run_1/layer_met2.png
(4 px per um)
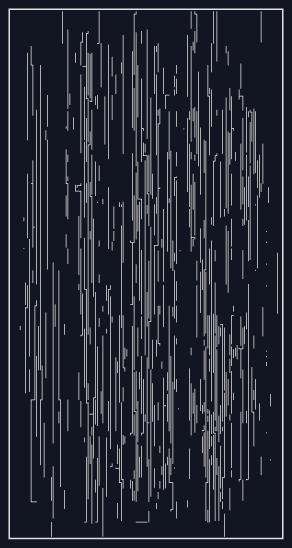
run_1/io_fan.png
(3 px per um)
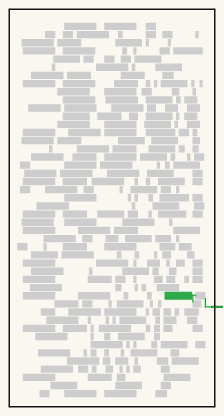
run_1/io_placement.png
(4 px per um) Pins as bars across the die edge, other pins in grey.
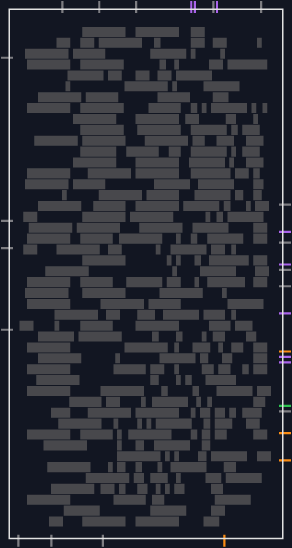
run_1/wires.png
(3 px per um) Only two layers are drawn.
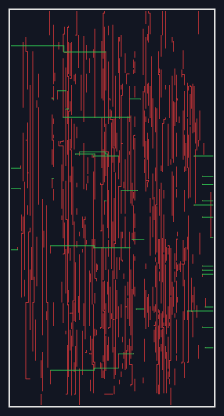
`src/rtl/spi_tx_feeder.sv`:
```
// TX FIFO plus load sequencer in front of an SPI master's parallel load port.
// Optional sticky overflow flag is enabled by defining SPI_TXF_OVF_EN.
module spi_tx_feeder #(
    parameter int WIDTH   = 8,
    parameter int DEPTH   = 8,
    parameter int GAP_CYC = 2
) (
    input  logic                     i_clk,
    input  logic                     i_rst,
    input  logic                     i_wr_en,
    input  logic [WIDTH-1:0]         i_wr_data,
    output logic                     o_full,
    output logic                     o_empty,
    output logic [$clog2(DEPTH):0]   o_count,
    input  logic                     i_spi_busy,
    input  logic                     i_spi_done,
    output logic [WIDTH-1:0]         o_PDATA,
    output logic                     o_valid,
    input  logic                     i_ovf_clr,
    output logic                     o_ovf
);

    localparam int AW = $clog2(DEPTH);
    localparam int GW = (GAP_CYC > 1) ? $clog2(GAP_CYC) : 1;
    localparam logic [GW-1:0] GAP_LAST = GW'(GAP_CYC - 1);
    localparam logic [AW:0]   FULL_CNT = (AW + 1)'(DEPTH);

    typedef enum logic [1:0] {
        IDLE,
        WAIT_BUSY,
        WAIT_DONE,
        GAP
    } state_e;

    state_e           state_q;
    logic [WIDTH-1:0] mem_q [DEPTH];
    logic [AW-1:0]    wr_ptr_q, wr_ptr_d;
    logic [AW-1:0]    rd_ptr_q, rd_ptr_d;
    logic [AW:0]      count_q, count_d;
    logic             full_q, empty_q;
    logic             ready_q;
    logic [GW-1:0]    gap_cnt_q;
    logic             wr_ok;
    logic             pop;

    // ready_q samples "data present and master idle" one edge ahead of the load,
    // so a fresh word loads on the second edge after its write edge.
    always_comb begin
        wr_ok    = i_wr_en && !full_q;
        pop      = (state_q == IDLE) && ready_q && !empty_q && !i_spi_busy;
        wr_ptr_d = wr_ok ? wr_ptr_q + AW'(1) : wr_ptr_q;
        rd_ptr_d = pop   ? rd_ptr_q + AW'(1) : rd_ptr_q;
        count_d  = count_q;
        case ({wr_ok, pop})
            2'b10:   count_d = count_q + (AW + 1)'(1);
            2'b01:   count_d = count_q - (AW + 1)'(1);
            default: count_d = count_q;
        endcase
    end

    always_ff @(posedge i_clk or posedge i_rst) begin
        if (i_rst) begin
            wr_ptr_q <= '0;
            rd_ptr_q <= '0;
            count_q  <= '0;
            full_q   <= 1'b0;
            empty_q  <= 1'b1;
            ready_q  <= 1'b0;
        end else begin
            wr_ptr_q <= wr_ptr_d;
            rd_ptr_q <= rd_ptr_d;
            count_q  <= count_d;
            full_q   <= (count_d == FULL_CNT);
            empty_q  <= (count_d == '0);
            ready_q  <= !empty_q && !i_spi_busy;
        end
    end

    // NOTE: storage has no reset; stale contents are unreachable once count is 0.
    always_ff @(posedge i_clk) begin
        if (wr_ok) begin
            mem_q[wr_ptr_q] <= i_wr_data;
        end
    end

    // Done is checked before busy so a frame that ends inside the handshake
    // cannot strand the sequencer waiting for a second done.
    always_ff @(posedge i_clk or posedge i_rst) begin
        if (i_rst) begin
            state_q   <= IDLE;
            o_valid   <= 1'b0;
            o_PDATA   <= '0;
            gap_cnt_q <= '0;
        end else begin
            o_valid <= 1'b0;
            case (state_q)
                IDLE: begin
                    if (pop) begin
                        o_PDATA <= mem_q[rd_ptr_q];
                        o_valid <= 1'b1;
                        state_q <= WAIT_BUSY;
                    end
                end
                WAIT_BUSY: begin
                    if (i_spi_done) begin
                        gap_cnt_q <= '0;
                        state_q   <= GAP;
                    end else if (i_spi_busy) begin
                        state_q <= WAIT_DONE;
                    end
                end
                WAIT_DONE: begin
                    if (i_spi_done) begin
                        gap_cnt_q <= '0;
                        state_q   <= GAP;
                    end
                end
                GAP: begin
                    if (gap_cnt_q == GAP_LAST) begin
                        state_q <= IDLE;
                    end else begin
                        gap_cnt_q <= gap_cnt_q + GW'(1);
                    end
                end
                default: state_q <= IDLE;
            endcase
        end
    end

    assign o_full  = full_q;
    assign o_empty = empty_q;
    assign o_count = count_q;

`ifdef SPI_TXF_OVF_EN
    logic ovf_q;

    // A new overflow in the clearing cycle keeps the flag set.
    always_ff @(posedge i_clk or posedge i_rst) begin
        if (i_rst) begin
            ovf_q <= 1'b0;
        end else if (i_wr_en && full_q) begin
            ovf_q <= 1'b1;
        end else if (i_ovf_clr) begin
            ovf_q <= 1'b0;
        end
    end

    assign o_ovf = ovf_q;
`else
    logic unused_ovf_clr;

    assign unused_ovf_clr = i_ovf_clr;
    assign o_ovf          = 1'b0;
`endif

endmodule

```
`config.mk`:
```
export PLATFORM = sky130hd
export DESIGN_NAME = spi_tx_feeder
export DESIGN_NICKNAME = d
export VERILOG_FILES = /design/src/rtl/spi_tx_feeder.sv
export SDC_FILE = /design/constraint.sdc
export NUM_CORES = 1
export LEC_CHECK = 0
export CAP_MARGIN = 20
export CELL_PAD_IN_SITES_DETAIL_PLACEMENT = 1
export CELL_PAD_IN_SITES_GLOBAL_PLACEMENT = 2
export CORE_ASPECT_RATIO = 2
export CORE_MARGIN = 2
export CORE_UTILIZATION = 46
export CTS_CLUSTER_SIZE = 28
export DETAILED_ROUTE_END_ITERATION = 8
export MAX_ROUTING_LAYER = met4
export PLACE_DENSITY = 0.85
export SYNTH_ARGS = -nofsm -noshare
export SYNTH_HDL_FRONTEND = slang
export SYNTH_SLANG_ARGS = --single-unit
```
`constraint.sdc`:
```
create_clock -name i_clk -period 5 [get_ports i_clk]
set_input_delay 1 -clock i_clk [delete_from_list [all_inputs] [get_ports i_clk]]
set_output_delay 1 -clock i_clk [all_outputs]
set_load 0.02 [all_outputs]
```
==> run notes, run 1 <==
Flow results follow.

The wire length of the first global-routing pass is 12,460 um. In this run the horizontal extent of the chip is roughly 68 um. The post-cts hold buffer count is 0. The clock-pin transition on the worst setup and hold timing paths is 0.06 ns. The total power after layout is around 2.7 mW. The top cell types in the final layout, fill and taps aside, are 64 x sky130_fd_sc_hd__edfxtp_1, 27 x sky130_fd_sc_hd__clkdlybuf4s50_1, 24 x sky130_fd_sc_hd__nand2_1, 24 x sky130_fd_sc_hd__dfrtp_1, 16 x sky130_fd_sc_hd__mux4_2. The cell total in the yosys stat output is 231. The flow ran to the end, and the final reports show no timing, DRC or antenna violations. The slew at the pin closest to its max-slew limit is ~0.91 ns. For this block, wires on met1 add up to just under 3000 um.

The combined buffer and inverter count along the critical path is 2. The routed design shows a wire length per standard cell of between 20 and 25 um. The post-synth register bit count is approximately 89.

The distinct cell type count of the synthesized netlist is 46. Per the detail_route report, vias per standard cell equal ~5.6. The finished design was reported to have a net count of 286. The number of instances in the synthesized netlist is about 230. Across all checked pins, the minimum headroom to the slew limit is 0.3880. For reference, the mux area share after synthesis is 0.1229. In the routed design, unresolved DRC markers number 0. Across every metal layer, demand over resource in global routing totals 0.2043. Of the cells placed in the final design, the portion with a size suffix greater than 1 is 0.1604. The category of the worst setup path capture point is a flop.

The number of antenna violations at the first check in global routing is 0. Across the VDD grid, the largest voltage drop is around 0.00028 V. The post-cts sizing count is 0. Routed signal wires occupy layers up through met4. The most frequently used library cell after synthesis is sky130_fd_sc_hd__edfxtp_1.

Looking at the clock tree report, the H-tree level count equals 3. For reference, the top cells by count after synthesis are 64 x sky130_fd_sc_hd__edfxtp_1, 24 x sky130_fd_sc_hd__dfrtp_1, 24 x sky130_fd_sc_hd__nand2_1, 16 x sky130_fd_sc_hd__mux4_2, 12 x sky130_fd_sc_hd__nor2_1. The final tally of setup violations is 0. met1 track demand over resource after global routing is 0.2221. The largest driver fanout on the critical path is 23. A synthesized cell averages ~16 sq um. The most instantiated logic cell after routing is sky130_fd_sc_hd__edfxtp_1.

Counting every net in the synthesized netlist gives between 200 and 300. The share of synthesized cell area in and, or, nand and nor gates is 0.09070. According to the report, the first pass of detailed routing completed in 4 iterations.

On met3, the global router reports a usage of 0.04184. The area share of the largest cell type after synthesis is 0.5103. The required time at the endpoint of the critical path is about 5.2 ns. After its last routability iteration, the placer logged a weighted congestion of approximately 0.72. Of the total synthesized cell area, the portion taken by XOR and XNOR cells is 0.01395. The summed standard-cell area reported by yosys is 3766 sq um. The stage delay of the slowest cell on the critical path is 0.49 ns. TritonCTS built the clock tree. The post-CTS setup repair buffer count is 0. The global-route congestion overflow total is 0. The share of synthesized registers carrying an async set or reset is 0.2809.

The endpoint of the worst-slack reg-to-reg timing path is o_full. According to the floorplan log, the row count is ~46. The number of global-route vias before repair was 2,271. CTS added clock buffers totalling 9. The adder-cell share of the synthesized area is 0.02990. The clock period could shrink to roughly 3.4 ns. In this run the maximum-capacitance check reported violations numbering 0. The die boundary height is 132.0 um. For this run the detailed placement stage logged an HPWL of between 5000 and 6000 um. The amount of wire on met2 after detailed routing is around 4500 um. In this run the critical register-to-register path is launched from state_q[0]. The share of the Yosys chip area taken by registers is 0.6767. For reference, the most critical setup path is categorized as in2reg.

The critical path goes through clkdlybuf4s50_1 -> nand4bb_4 -> inv_2 -> nand2_1 -> xnor2_1 -> ha_1 -> nand4bb_1 -> nor2_1 -> o21ai_0 -> a311oi_2. In the final run the clock tree shows a worst skew of 0.003201 ns. The core region is ~7900 sq um. The number of antenna diodes is 0. The launch point of the worst min-delay path is recorded as o_PDATA[1].

The library cell contributing the largest single delay on the critical path is sky130_fd_sc_hd__nand4bb_4. Entering global routing, the biggest net connects 26 pins. Per the synthesis report, the AND-OR/OR-AND share of the synthesized area is 0.04385. The dominant kind of combinational cell is multiplexers. Counting flops with a built-in enable in the synthesized netlist gives 64. The final hold violation count recorded for this run is 0. Relative to the synthesized area, the layout overhead comes to 18.47%. The count of cells along the worst hold path is 2.

The total standard cell area after synthesis is 3766 sq um. The number of warnings printed during yosys synthesis is 0. The share of the core area taken by cells at floorplan is 0.4742. The power per standard cell area is 600.2 nW/um^2. The post-layout utilization of the core is 0.5618. The total of fill cells in the finished design is approximately 760. The standby leakage power is between 1.5 and 2 nW. The amount of wire on met3 after detailed routing is 217 um. After floorplanning, the die was sized to cover 8971 sq um.

The OpenROAD report gives the critical path a data arrival time of 3.66 ns. Counting along the longest clock path gives a buffer depth of 2. The part of the cycle the worst path needs is 0.6852. The worst setup path is launched from a primary input. For flop-to-flop paths, the worst setup slack is roughly 2 ns. Note that the worst hold path type here is reg2reg. Ranked by total cell area, the synthesized netlist is headed by sky130_fd_sc_hd__edfxtp_1 51%, sky130_fd_sc_hd__dfrtp_1 16%, sky130_fd_sc_hd__mux4_2 9.6%. The final max-slew violation count recorded for this run is 0. The most instantiated flip-flop cell in the synthesis netlist is sky130_fd_sc_hd__edfxtp_1.

The worst hold path endpoint is o_PDATA[1]. The cell type with the largest total area after synthesis is sky130_fd_sc_hd__edfxtp_1. The maximum frequency from static timing analysis is just under 0.3 GHz.

Setup repair after global routing left no endpoint under its margin. TritonCTS reports the number of clock sinks as 89. The final antenna-violating net count is 0.

Per the CTS log, the root buffer master is sky130_fd_sc_hd__clkbuf_16. Summing over the stages, the warning tally comes to 31. The clock latency on the worst-skew pair is approximately 0.33 ns. After the first detailed-routing iteration, the DRC count stood at between 100 and 150.

In this design, the largest share of critical-path delay is due to simple AND/OR/NAND/NOR gates. The worst register-to-register path has a depth of 11. After routing, the total negative slack on setup checks comes to 0 ns. The routing layer with the top usage in global route is met2.
Notes on layer_met2.png above:
The layer holds 58% of the routed length. The wires run mostly vertical. The layer carries 4,490 um of wire. The longest straight run is 76.2 um.
overall routed net length: 7773 um
number of vias after detailed routing: 2,035
global-route track usage on met2: 0.3468

Notes on io_fan.png above:
Green stands for `o_full`, bits 1, direction output, end cells 1, buffers 1, wire 9.50 um.
IO Count: 30
I/O Buffers: 27

Notes on io_placement.png above:
Green stands for `o_full`, pins 1, direction output, edge right. Purple stands for `o_PDATA`, pins 8, direction output, edge 5 right, 3 top. Orange stands for `o_count`, pins 4, direction output, edge 3 right, 1 bottom.
All pins by edge: 14 right, 8 top, 4 left, 4 bottom.

Notes on wires.png above:
Green stands for metal 3, wire length 218 um. Red stands for metal 2, wire length 4,490 um.

-- run 1: tightest hold or removal path: stages, from the launching register on --
cell and delay [ns]:
sky130_fd_sc_hd__dfrtp_1 0.34, sky130_fd_sc_hd__nand2_1 0.05, sky130_fd_sc_hd__o21ai_1 0.06
-- run 1: state kept, by name (all words and copies together) (netlist names) --
signal,flops
rd_ptr_q,3
o_count,4
o_empty,1
wr_ptr_q,3
o_PDATA,8
state_q,2
ready_q,1
o_valid,1
mem_q,64
o_full,1
gap_cnt_q,1
-- run 1: per-stage QoR --
stage | instances | hold slack [ns] | area (sq um) | worst slack (ns)
global route | 364 | 0.5084 | 4462 | 1.400
CTS | 363 | 0.5027 | 4434 | 1.549
floorplan | 231 | 0.4859 | 3766 | 1.662
global placement | 346 | 0.4750 | 4115 | 1.292
finish | 364 | 0.4968 | 4462 | 1.574
detailed placement | 347 | 0.4839 | 4143 | 1.239
-- run 1: how the worst max path moves through the flow --
stage / from / to / slack, ns / depth (start not counted)
CTS: i_spi_busy / o_full / 1.55 / 10
detailed placement: i_spi_busy / o_full / 1.24 / 10
global placement: i_spi_busy / o_full / 1.29 / 10
floorplan: i_spi_busy / o_full / 1.66 / 10
finish: i_spi_busy / o_full / 1.57 / 10
global route: i_spi_busy / o_full / 1.40 / 10
-- run 1: where the power goes --
group          switching [mW]  internal (mW)
Combinational           0.436          0.443
Clock                   0.257          0.401
Sequential              0.169          0.971
Total                   0.863           1.82
-- run 1: cell type report --
cell class,instances,area [sq um],area share
Multi-Input combinational cell,126,1139,0.2552
Inverter,6,22.52,0.005048
Clock buffer,14,254.0,0.05693
Timing Repair Buffer,31,340.3,0.07628
Clock inverter,2,37.54,0.008413
Tap cell,96,120.1,0.02692
Sequential cell,89,2549,0.5712
run_1/placement.png
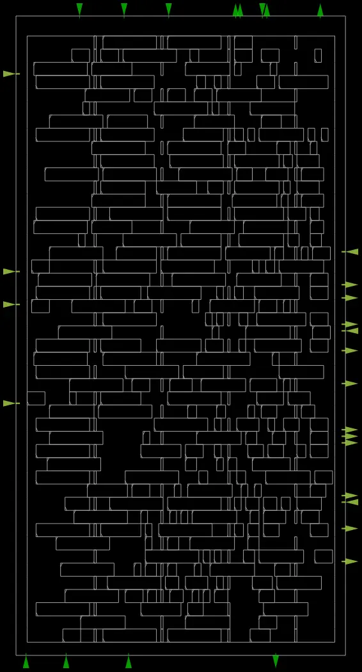

## Run 2: what changed since run 1
--- a/config.mk
+++ b/config.mk
@@ -10,11 +10,11 @@
 export CELL_PAD_IN_SITES_GLOBAL_PLACEMENT = 2
 export CORE_ASPECT_RATIO = 2
 export CORE_MARGIN = 2
-export CORE_UTILIZATION = 46
+export CORE_UTILIZATION = 38
 export CTS_CLUSTER_SIZE = 28
 export DETAILED_ROUTE_END_ITERATION = 8
 export MAX_ROUTING_LAYER = met4
-export PLACE_DENSITY = 0.85
+export PLACE_DENSITY = 0.75
 export SYNTH_ARGS = -nofsm -noshare
 export SYNTH_HDL_FRONTEND = slang
 export SYNTH_SLANG_ARGS = --single-unit
==> constraint.sdc (replaced) <==
create_clock -name i_clk -period 2.9 [get_ports i_clk]
set_input_delay 0.58 -clock i_clk [delete_from_list [all_inputs] [get_ports i_clk]]
set_output_delay 0.58 -clock i_clk [all_outputs]
set_load 0.02 [all_outputs]
run_2/placement.png
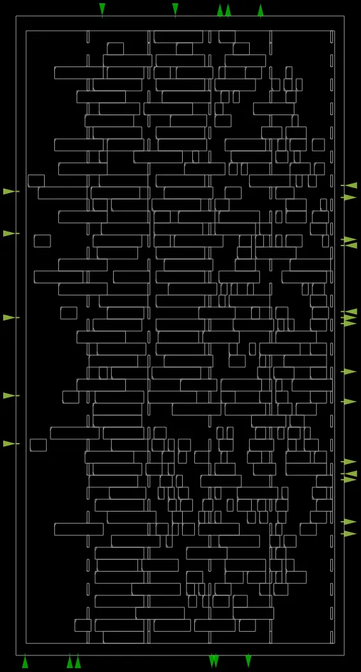
Post-Route Utilization: 0.4697
fillers: 982

run_2/layer_met2.png
(4 px per um)
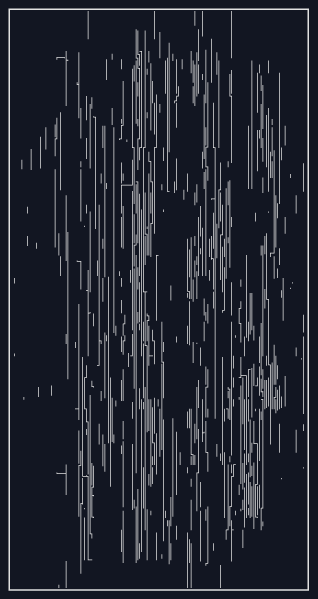
263 nets have wire on it. The wires run mostly vertical.

==> run 2 against run 1 <==
Against the previous run: non-clock buffer count up 12; critical path type is now reg2reg; utilization down 9.2 points; routed wire length down 5.7%; sequential power up 69%; sequential cell count unchanged; via count up 2.3%; critical endpoint unchanged; highest routed layer unchanged; synthesized cell count unchanged; combinational power up 74%; design area up 2.1%; first-iteration DRC count down 10%; sequential share of layout area down 1.2 points; largest cell class unchanged.
==> run notes, run 2 <==
Flow results follow.

The flow ran to the end, and the final reports show no timing, DRC or antenna violations. Hold repair after CTS inserted 0 buffers. The number of global-route vias before repair is around 2,300. The post-cts sizing count is 0.

The flip-flop and latch count after synthesis is roughly 90. VDD sags by at most ~0.00036 V. The average instance area after synthesis is 16.30 sq um.

The required time at the endpoint of the critical path is around 3.2 ns. According to the Yosys statistics, the synthesized design has a chip area of 3766 sq um. Measured against the total synthesized area, the mux share comes to 0.1229. Data arrives at the worst endpoint at around 2.8 ns. For this run, asynchronously set or reset flops after synthesis account for 0.2809. The share of the Yosys chip area taken by registers is 0.6767. The clock tree root driver cell is sky130_fd_sc_hd__clkbuf_16. Walking the worst path, the cells encountered are inv_1 -> ha_1 -> nand4bb_4 -> inv_2 -> nand2_1 -> xnor2_1 -> ha_1 -> nand4bb_1 -> nor2_1 -> o21ai_0 -> a311oi_2. The distinct cell type count of the synthesized netlist is between 40 and 50.

The met2 routing resource usage after global routing is 0.2767. The chip width is ~74 um. At the floorplan stage, the core utilization is reported as 0.3883.

The number of nets handed over by synthesis was 254. The report lists the number of standard-cell rows as a little over 50. For the final database, setup skew stands at 0.007376 ns. The share of final-layout standard cells stronger than drive strength 1 is 0.2071. In this run, the synthesized area fraction spent on adder and majority cells is recorded as 0.02990.

The HPWL after detailed placement is roughly 5200 um. The normalized max-slew margin is 0.4671. The cell type that accounts for the most area after synthesis is sky130_fd_sc_hd__edfxtp_1. The die covers 10,770 sq um. The classification of the worst-slack hold path is reg2reg. The final tally of setup violations is 0. The most instantiated logic cell after routing is sky130_fd_sc_hd__edfxtp_1.

The clock latency on the worst-skew pair is about 0.34 ns. The slew at the pin closest to its max-slew limit is around 0.8 ns. The pre-CTS setup slack is 0.07450 ns. For this design the ratio of total power to cell area is between 1000 and 1500 nW/um^2. The CTS tree is yes. The total standard cell area after synthesis is about 3800 sq um.

Derived from the worst setup path, the maximum achievable clock frequency is ~0.4 GHz. The register with the most flip-flops in the layout has between 60 and 70 of them. For this run the top cell type by instance count after synthesis was sky130_fd_sc_hd__edfxtp_1.

Setup repair after global routing left no endpoint under its margin. The synthesis report names the predominant flop master as sky130_fd_sc_hd__edfxtp_1. The clock net in this run drives a total of 89 sinks. The number of synthesized flops with an enable pin is 64. The number of warnings printed during yosys synthesis is 0.

By startpoint and endpoint, the worst setup path is classified as reg2reg. The pre-antenna-repair detailed-routing pass consisted of 4 iterations. Entering global routing, the biggest net connects 19 pins.

The final antenna-violating net count is 0. The detailed-route wire length per cell is ~18 um. Recorded from the global router log, the overflow total was 0. Counting flops per register, the top entry is mem_q.

The main area contributors are sky130_fd_sc_hd__edfxtp_1 51%, sky130_fd_sc_hd__dfrtp_1 16%, sky130_fd_sc_hd__mux4_2 9.6%. The area share of the largest cell type after synthesis is 0.5103. The worst hold slack is between 0.4 and 0.5 ns. The standard cell core area is 9699 sq um. For this design, Yosys synthesis ends with a cell count of approximately 230. The library cell contributing the largest single delay on the critical path is sky130_fd_sc_hd__dfrtp_1. The cell-mix breakdown from Yosys lists the compound-gate area share as 0.04385. The number of placed instances, taps included, is about 400. The standby leakage power is roughly 1.7 nW. The number of antenna diodes is 0. The wire length of the first global-routing pass is 11,830 um. Per the CTS log, the buffer count on the longest clock path is 2. The finished cells cover between 4000 and 5000 sq um. The final weighted congestion recorded by global placement is about 0.81. The largest single stage delay on the critical path is 0.41 ns. The standard cell area after detailed placement is around 4300 sq um. The routing usage on met1 is 0.1598. For this design the top-level I/O count stands at 30.

The met3 routing resource usage after global routing is 0.02355. The cell-mix breakdown from Yosys lists the simple-gate area share as 0.09070. The total count of hold-check failures in the final report is 0.

The layout net count is about 300. Max-cap violations in this run came to 0. After layout, the minimum clock period comes to ~2.5 ns. The first routing iteration left approximately 98 violations. The post-CTS setup repair buffer count is 0.

met2 is the most crowded layer. The die boundary height is 144.8 um. As logged by OpenROAD, the buffers inserted on ports number 27. The worst path setup slack after routing is a little under 0.4 ns. Counting every instance in the synthesized netlist gives approximately 230.

Looking at the clock tree report, the H-tree level count equals 3. The tool warning count for the run is 31. The largest driver fanout on the critical path is 4. The dominant kind of combinational cell is multiplexers. The total power after layout is 4.567 mW. The total wire length after detailed routing is around 7300 um. The number of antenna violations at the first check in global routing was 0. The setup TNS after final layout is 0 ns.

In the layout the commonest cells are 64 x sky130_fd_sc_hd__edfxtp_1, 27 x sky130_fd_sc_hd__clkdlybuf4s50_1, 24 x sky130_fd_sc_hd__nand2_1, 24 x sky130_fd_sc_hd__dfrtp_1. In the synthesized netlist, the cells that appear most often are 64 x sky130_fd_sc_hd__edfxtp_1, 24 x sky130_fd_sc_hd__dfrtp_1, 24 x sky130_fd_sc_hd__nand2_1, 16 x sky130_fd_sc_hd__mux4_2, 12 x sky130_fd_sc_hd__nor2_1. The count of final max-slew check failures is 0. The number of non-filler instances in the completed layout is slightly above 400. The global-route total usage across every layer is 0.1607. The timing report gives the clock slew at the launch and capture registers of the worst setup and hold paths as ~0.070 ns. The routed layout has ~2,100 vias.

Per the synthesis report, the XOR/XNOR share of the synthesized area is 0.01395. For this run, the detailed router reports a per-instance via density of ~5. The number of buffers inserted during clock tree synthesis is 9. Compared with the post-synthesis result, the final layout area differs by 20.96%.

STA classifies the critical path startpoint as a flop. The worst setup path is captured at a flop. The routed layout reports a DRC error count of 0.
==> run 2: path summary, 6_finish.rpt <==
path | cells after the start | to | slack [ns] | from
hold reg to reg | 2 | o_PDATA[0] | 0.49 | o_PDATA[0]
setup reg to reg | 11 | o_full | 0.39 | state_q[0]
setup / recovery | 11 | o_full | 0.39 | state_q[0]
hold / removal | 2 | o_PDATA[0] | 0.49 | o_PDATA[0]
max in group asynchronous | 3 | gap_cnt_q | 1.67 | i_rst
min in group asynchronous | 2 | ready_q | 0.64 | i_rst
==> run 2: routing by layer <==
| metal | part of all wire | wire length [um] | up-vias |
|---|---|---|---|
| met5 | 0 | 0 | - |
| met4 | 0.044 | 324 | 0 |
| met3 | 0.022 | 163 | 21 |
| met2 | 0.56 | 4135 | 46 |
| met1 | 0.37 | 2705 | 1055 |
| li1 | - | - | 959 |
==> run 2: logic make-up (layout without fill, tap and decap cells) <==
family | count (synthesis) | in the layout
compound gates | 24 | 24
flops | 89 | 89
other cells | 1 | 1
simple gates | 60 | 60
xor+xnor | 6 | 6
mux | 26 | 26
fa+ha+maj | 9 | 9
buf+inv | 16 | 65
==> run 2: worst max-delay path: cells and delay by family (launching register included) <==
kind,cells,cell delay [ns]
compound gates,2,0.42
xor+xnor,1,0.16
fa+ha+maj,2,0.57
buf+inv,2,0.22
flops,1,0.41
simple gates,4,0.63
==> run 2: layout make-up <==
class,count,area [sq um]
clock buffers,11,254.0
clock inverters,5,36.28
fillers,982,5144
inverters,6,22.52
multi-input cells,126,1139
flip-flops and latches,89,2549
well taps,132,165.2
repair buffers,43,390.4
==> run 2: report_power, final <==
group	switching (mW)	total, mW	leakage, nW	internal, mW
registers	0.256	1.93	0.888	1.67
logic	0.760	1.53	0.630	0.769
clock network	0.474	1.11	0.145	0.637
total	1.49	4.57	1.66	3.08
## Run 3: what changed since run 2
--- a/config.mk
+++ b/config.mk
@@ -5,7 +5,7 @@
 export SDC_FILE = /design/constraint.sdc
 export NUM_CORES = 1
 export LEC_CHECK = 0
-export CAP_MARGIN = 20
+export CAP_MARGIN = 30
 export CELL_PAD_IN_SITES_DETAIL_PLACEMENT = 1
 export CELL_PAD_IN_SITES_GLOBAL_PLACEMENT = 2
 export CORE_ASPECT_RATIO = 2
run_3/io_fan.png
(2 px per um)
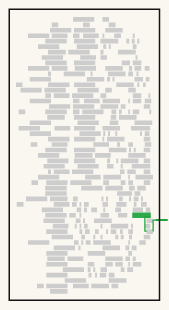
Green stands for `o_full`, bits 1, direction output, end cells 1, buffers 1, wire 19.0 um.

run_3/placement.png
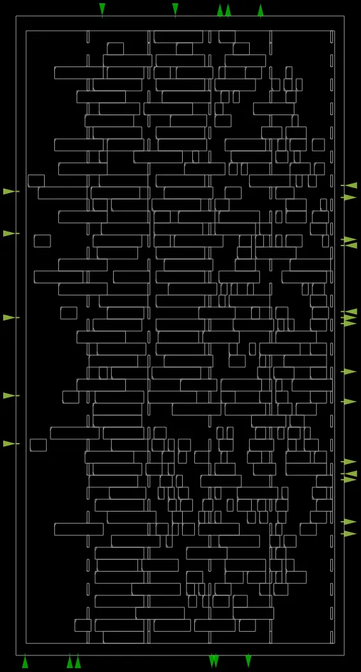
well tap count: 132
core box area: 9699 sq um

==> run 3 against run 2 <==
Against the previous run: sequential power hardly changed; setup slack stayed put; sequential cell count stayed put; clock power hardly changed; clock-buffer cell count stayed put; synthesized cell count stayed put; critical path depth stayed put; design area stayed put; global-route usage stayed put; largest power group unchanged.
==> run notes, run 3 <==
Flow results follow.

The die boundary height is between 100 and 150 um. The number of warnings printed during yosys synthesis is 0. The share of final-layout standard cells stronger than drive strength 1 is 0.2071. The maximum number of pins on one net before global-route repair is 19. Total power for the finished layout comes to between 4 and 5 mW. The source of the worst hold timing path is o_PDATA[0]. The maximum frequency from static timing analysis is about 0.40 GHz. The number of antenna diodes is 0.

The first global-routing pass estimated 11,830 um of wire. The type of the setup path with the least slack is reg2reg. The die area is about 11,000 sq um.

The worst path setup slack after routing is ~0.39 ns. Row generation in the floorplan step produced 51 rows. The share of synthesized area occupied by flip-flops and latches is 0.6767. The main area contributors are sky130_fd_sc_hd__edfxtp_1 51%, sky130_fd_sc_hd__dfrtp_1 16%, sky130_fd_sc_hd__mux4_2 9.6%. In the CTS report, the clock slew at the register clock pins of the worst setup and hold paths is listed as about 0.07 ns. The summed standard-cell area reported by yosys is approximately 3800 sq um. The worst VDD IR drop from the latest analysis is approximately 0.00036 V. The number of instances in the synthesized netlist is about 230.

The cell total in the yosys stat output is 231. The clock tree synthesis step divided the H-tree into 3 levels. Max-cap violations in this run came to 0. The flow ran to the end, and the final reports show no timing, DRC or antenna violations. The synthesized design spends more area on one cell type than any other, namely sky130_fd_sc_hd__edfxtp_1. The routed layout has between 2,000 and 2,500 vias. The most frequent cell on the critical path is sky130_fd_sc_hd__ha_1.

Summing over the stages, the warning tally comes to 31. The post-cts hold buffer count is 0. The combined buffer and inverter count along the critical path is 2. The total wire length after detailed routing is approximately 7300 um.

Clock network power for this build is between 1 and 1.5 mW. The largest driver fanout on the critical path is 4. Buffers added to address setup during post-CTS repair amount to 0.

The count of final max-slew check failures is 0. Data on the critical path is required at its endpoint by 3.15 ns. Clock tree synthesis selected as its root buffer the cell sky130_fd_sc_hd__clkbuf_16. The number of buffers inserted by port buffering is 27. Leaving out fill and tap cells, the most frequent cells in the layout are 64 x sky130_fd_sc_hd__edfxtp_1, 27 x sky130_fd_sc_hd__clkdlybuf4s50_1, 24 x sky130_fd_sc_hd__nand2_1, 24 x sky130_fd_sc_hd__dfrtp_1. The chip width is between 70 and 80 um. STA reports a reg2reg setup slack of slightly below 0.4 ns. Summed over all routing layers, the global router reports a total usage of 0.1607. TritonCTS built the clock tree. For reference, the top cells by count after synthesis are 64 x sky130_fd_sc_hd__edfxtp_1, 24 x sky130_fd_sc_hd__dfrtp_1, 24 x sky130_fd_sc_hd__nand2_1, 16 x sky130_fd_sc_hd__mux4_2, 12 x sky130_fd_sc_hd__nor2_1.

Sequential power for this build is 1.93 mW. STA classifies the critical path startpoint as a flop. The clock period could shrink to 2.509 ns. The detail route stage leaves a number of antenna-violating nets equal to 0. The I/O pin count is 30. The HPWL after detailed placement is a little over 5000 um. The family with the most delay on the worst path is simple AND/OR/NAND/NOR gates. The flow reports power dissipated in combinational cells as 1.53 mW. The most frequently used library cell after synthesis is sky130_fd_sc_hd__edfxtp_1. Headroom to the max-slew limit came out at 0.4671.

For this design the static power due to leakage is 1.663 nW. The post-cts sizing count is 0. By instance count after routing, the leading logic cell type is sky130_fd_sc_hd__edfxtp_1. The category of the worst setup path capture point is a flop. The endpoint arrival time on the critical path is 2.76 ns. The share of power burned in combinational logic is 0.335. The number of cells on the worst hold path is listed as 2. The weighted congestion reported at the end of routability-driven placement is 0.8110. Clock tree synthesis inserted a total of 9 buffers. The tightest hold path in the finished design has a slack of between 0.4 and 0.5 ns. The placement stage leaves a total instance area of 4265 sq um. Looking at the cell usage after synthesis, the top flip-flop cell is sky130_fd_sc_hd__edfxtp_1.

The clock latency on the worst-skew pair is about 0.34 ns. The logic depth of the worst path, buffers included is 11. Between the synthesized netlist and the finished layout, the area growth was recorded as 20.96%. The final tally of setup violations is 0. The number of antenna violations at the first check in global routing was 0. The critical register-to-register path startpoint is state_q[0].

The vias per cell is between 5 and 6. Cell internal power was estimated by the tool at 3.077 mW. For this run, the post-layout net count is about 300. The share of synthesized registers carrying an async set or reset is 0.2809. The area share of the largest cell type after synthesis is 0.5103. The worst register-to-register path ends at o_full.

The global-route congestion overflow total is 0. The stage delay of the slowest cell on the critical path is between 0.4 and 0.5 ns. The flip-flop and latch count after synthesis is between 80 and 90. For this design, the slowest cell found on the critical path is sky130_fd_sc_hd__dfrtp_1. The classification of the worst-slack hold path is reg2reg. The dominant power group is registers. The synthesized design contains 64 enable-type register cells. The share of power burned in registers is 0.422. The total count of hold-check failures in the final report is 0. Setup repair after global routing left no endpoint under its margin. Per the synthesis report, the number of distinct cell types is 46. At floorplan, the net count of the design was reported as 254. The number of global-route vias before repair is between 2,000 and 2,500. After filler insertion, the fill cell instance count of the layout stands at 982. The register with the most flip-flops is mem_q. In the finished design, the share of the clock period the worst path needs comes to 0.8650.

For reference, the critical path cell chain is inv_1 -> ha_1 -> nand4bb_4 -> inv_2 -> nand2_1 -> xnor2_1 -> ha_1 -> nand4bb_1 -> nor2_1 -> o21ai_0 -> a311oi_2. At the pin with the least slew margin, the transition time is 0.7993 ns. The detailed-route wire length per cell is ~18 um. The power report attributes to the clock group a share of 0.243.

The worst reg2reg path depth is 11. In the final timing run, aggregate negative setup slack is 0 ns. The power per standard cell area is roughly 1000 nW/um^2. OpenSTA, run right after detailed placement, puts the worst setup slack at around 0.074 ns. After the first detailed-routing iteration, the DRC count stood at slightly below 100. The average instance area after synthesis is 16.30 sq um. The path with the worst hold slack has its endpoint at o_PDATA[0]. The maximum root-to-sink buffer count is 2.

Summed over all nets, the switching power comes to between 1 and 1.5 mW. The share of the core area taken by cells at floorplan is 0.3883. The number of DRC violations after detailed routing is 0.

The clock skew is ~0.0074 ns. For this run, the detailed router's first-pass iteration total came to 4. Switching power as a fraction of the total was reported as 0.3262. The total standard cell area after synthesis is around 3800 sq um. The area of all placed cells without fillers is 4556 sq um. The register with the most flip-flops in the layout has approximately 64 of them. According to the CTS report, the clock sink count is a little under 90.
[run 3: cell counts after synthesis]
Identical to the previous run, type by type.
[run 3: cells by family after synthesis]
| logic type | Yosys count | share of synthesized area |
|---|---|---|
| flip-flops | 89 | 0.6767 |
| AND/OR/NAND/NOR | 60 | 0.09070 |
| multiplexers | 26 | 0.1229 |
| AND-OR/OR-AND | 24 | 0.04385 |
| buffers and inverters | 16 | 0.02093 |
| adder cells (fa/ha/maj) | 9 | 0.02990 |
| XOR/XNOR | 6 | 0.01395 |
| other | 1 | 0.0009957 |
[run 3: metal layers]
layer / wire length (um) / vias up / share of wire / global-route usage
met2: 4135 / 46 / 0.56 / 0.2767
li1: - / 959 / - / -
met5: 0 / - / 0 / -
met4: 324 / 0 / 0.044 / 0.1147
met3: 163 / 21 / 0.022 / 0.02355
met1: 2705 / 1055 / 0.37 / 0.1598
[run 3: area by class of cell]
class | instances | area (sq um) | area share
flip-flops and latches | 89 | 2549 | 0.5595
multi-input cells | 126 | 1139 | 0.2499
repair buffers | 43 | 390.4 | 0.08569
clock buffers | 11 | 254.0 | 0.05575
well taps | 132 | 165.2 | 0.03625
clock inverters | 5 | 36.28 | 0.007965
inverters | 6 | 22.52 | 0.004944
[run 3: worst max-delay path by stage]
stage	start	endpoint	slack, ns
3_5_place_dp	i_spi_busy	o_full	0.07
2_1_floorplan	state_q[0]	o_full	0.12
3_3_place_gp	i_spi_busy	o_full	0.09
4_1_cts	state_q[0]	o_full	0.38
6_report	state_q[0]	o_full	0.39
5_1_grt	state_q[0]	o_full	0.26
[run 3: per-stage QoR]
| stage | util | cells |
|---|---|---|
| finish | 0.4697 | 412 |
| CTS | 0.4697 | 412 |
| global placement | 0.4398 | 396 |
| floorplan | - | 231 |
| detailed placement | 0.4398 | 396 |
| global route | 0.4697 | 412 |
Power is estimated from default activity; no workload was simulated.
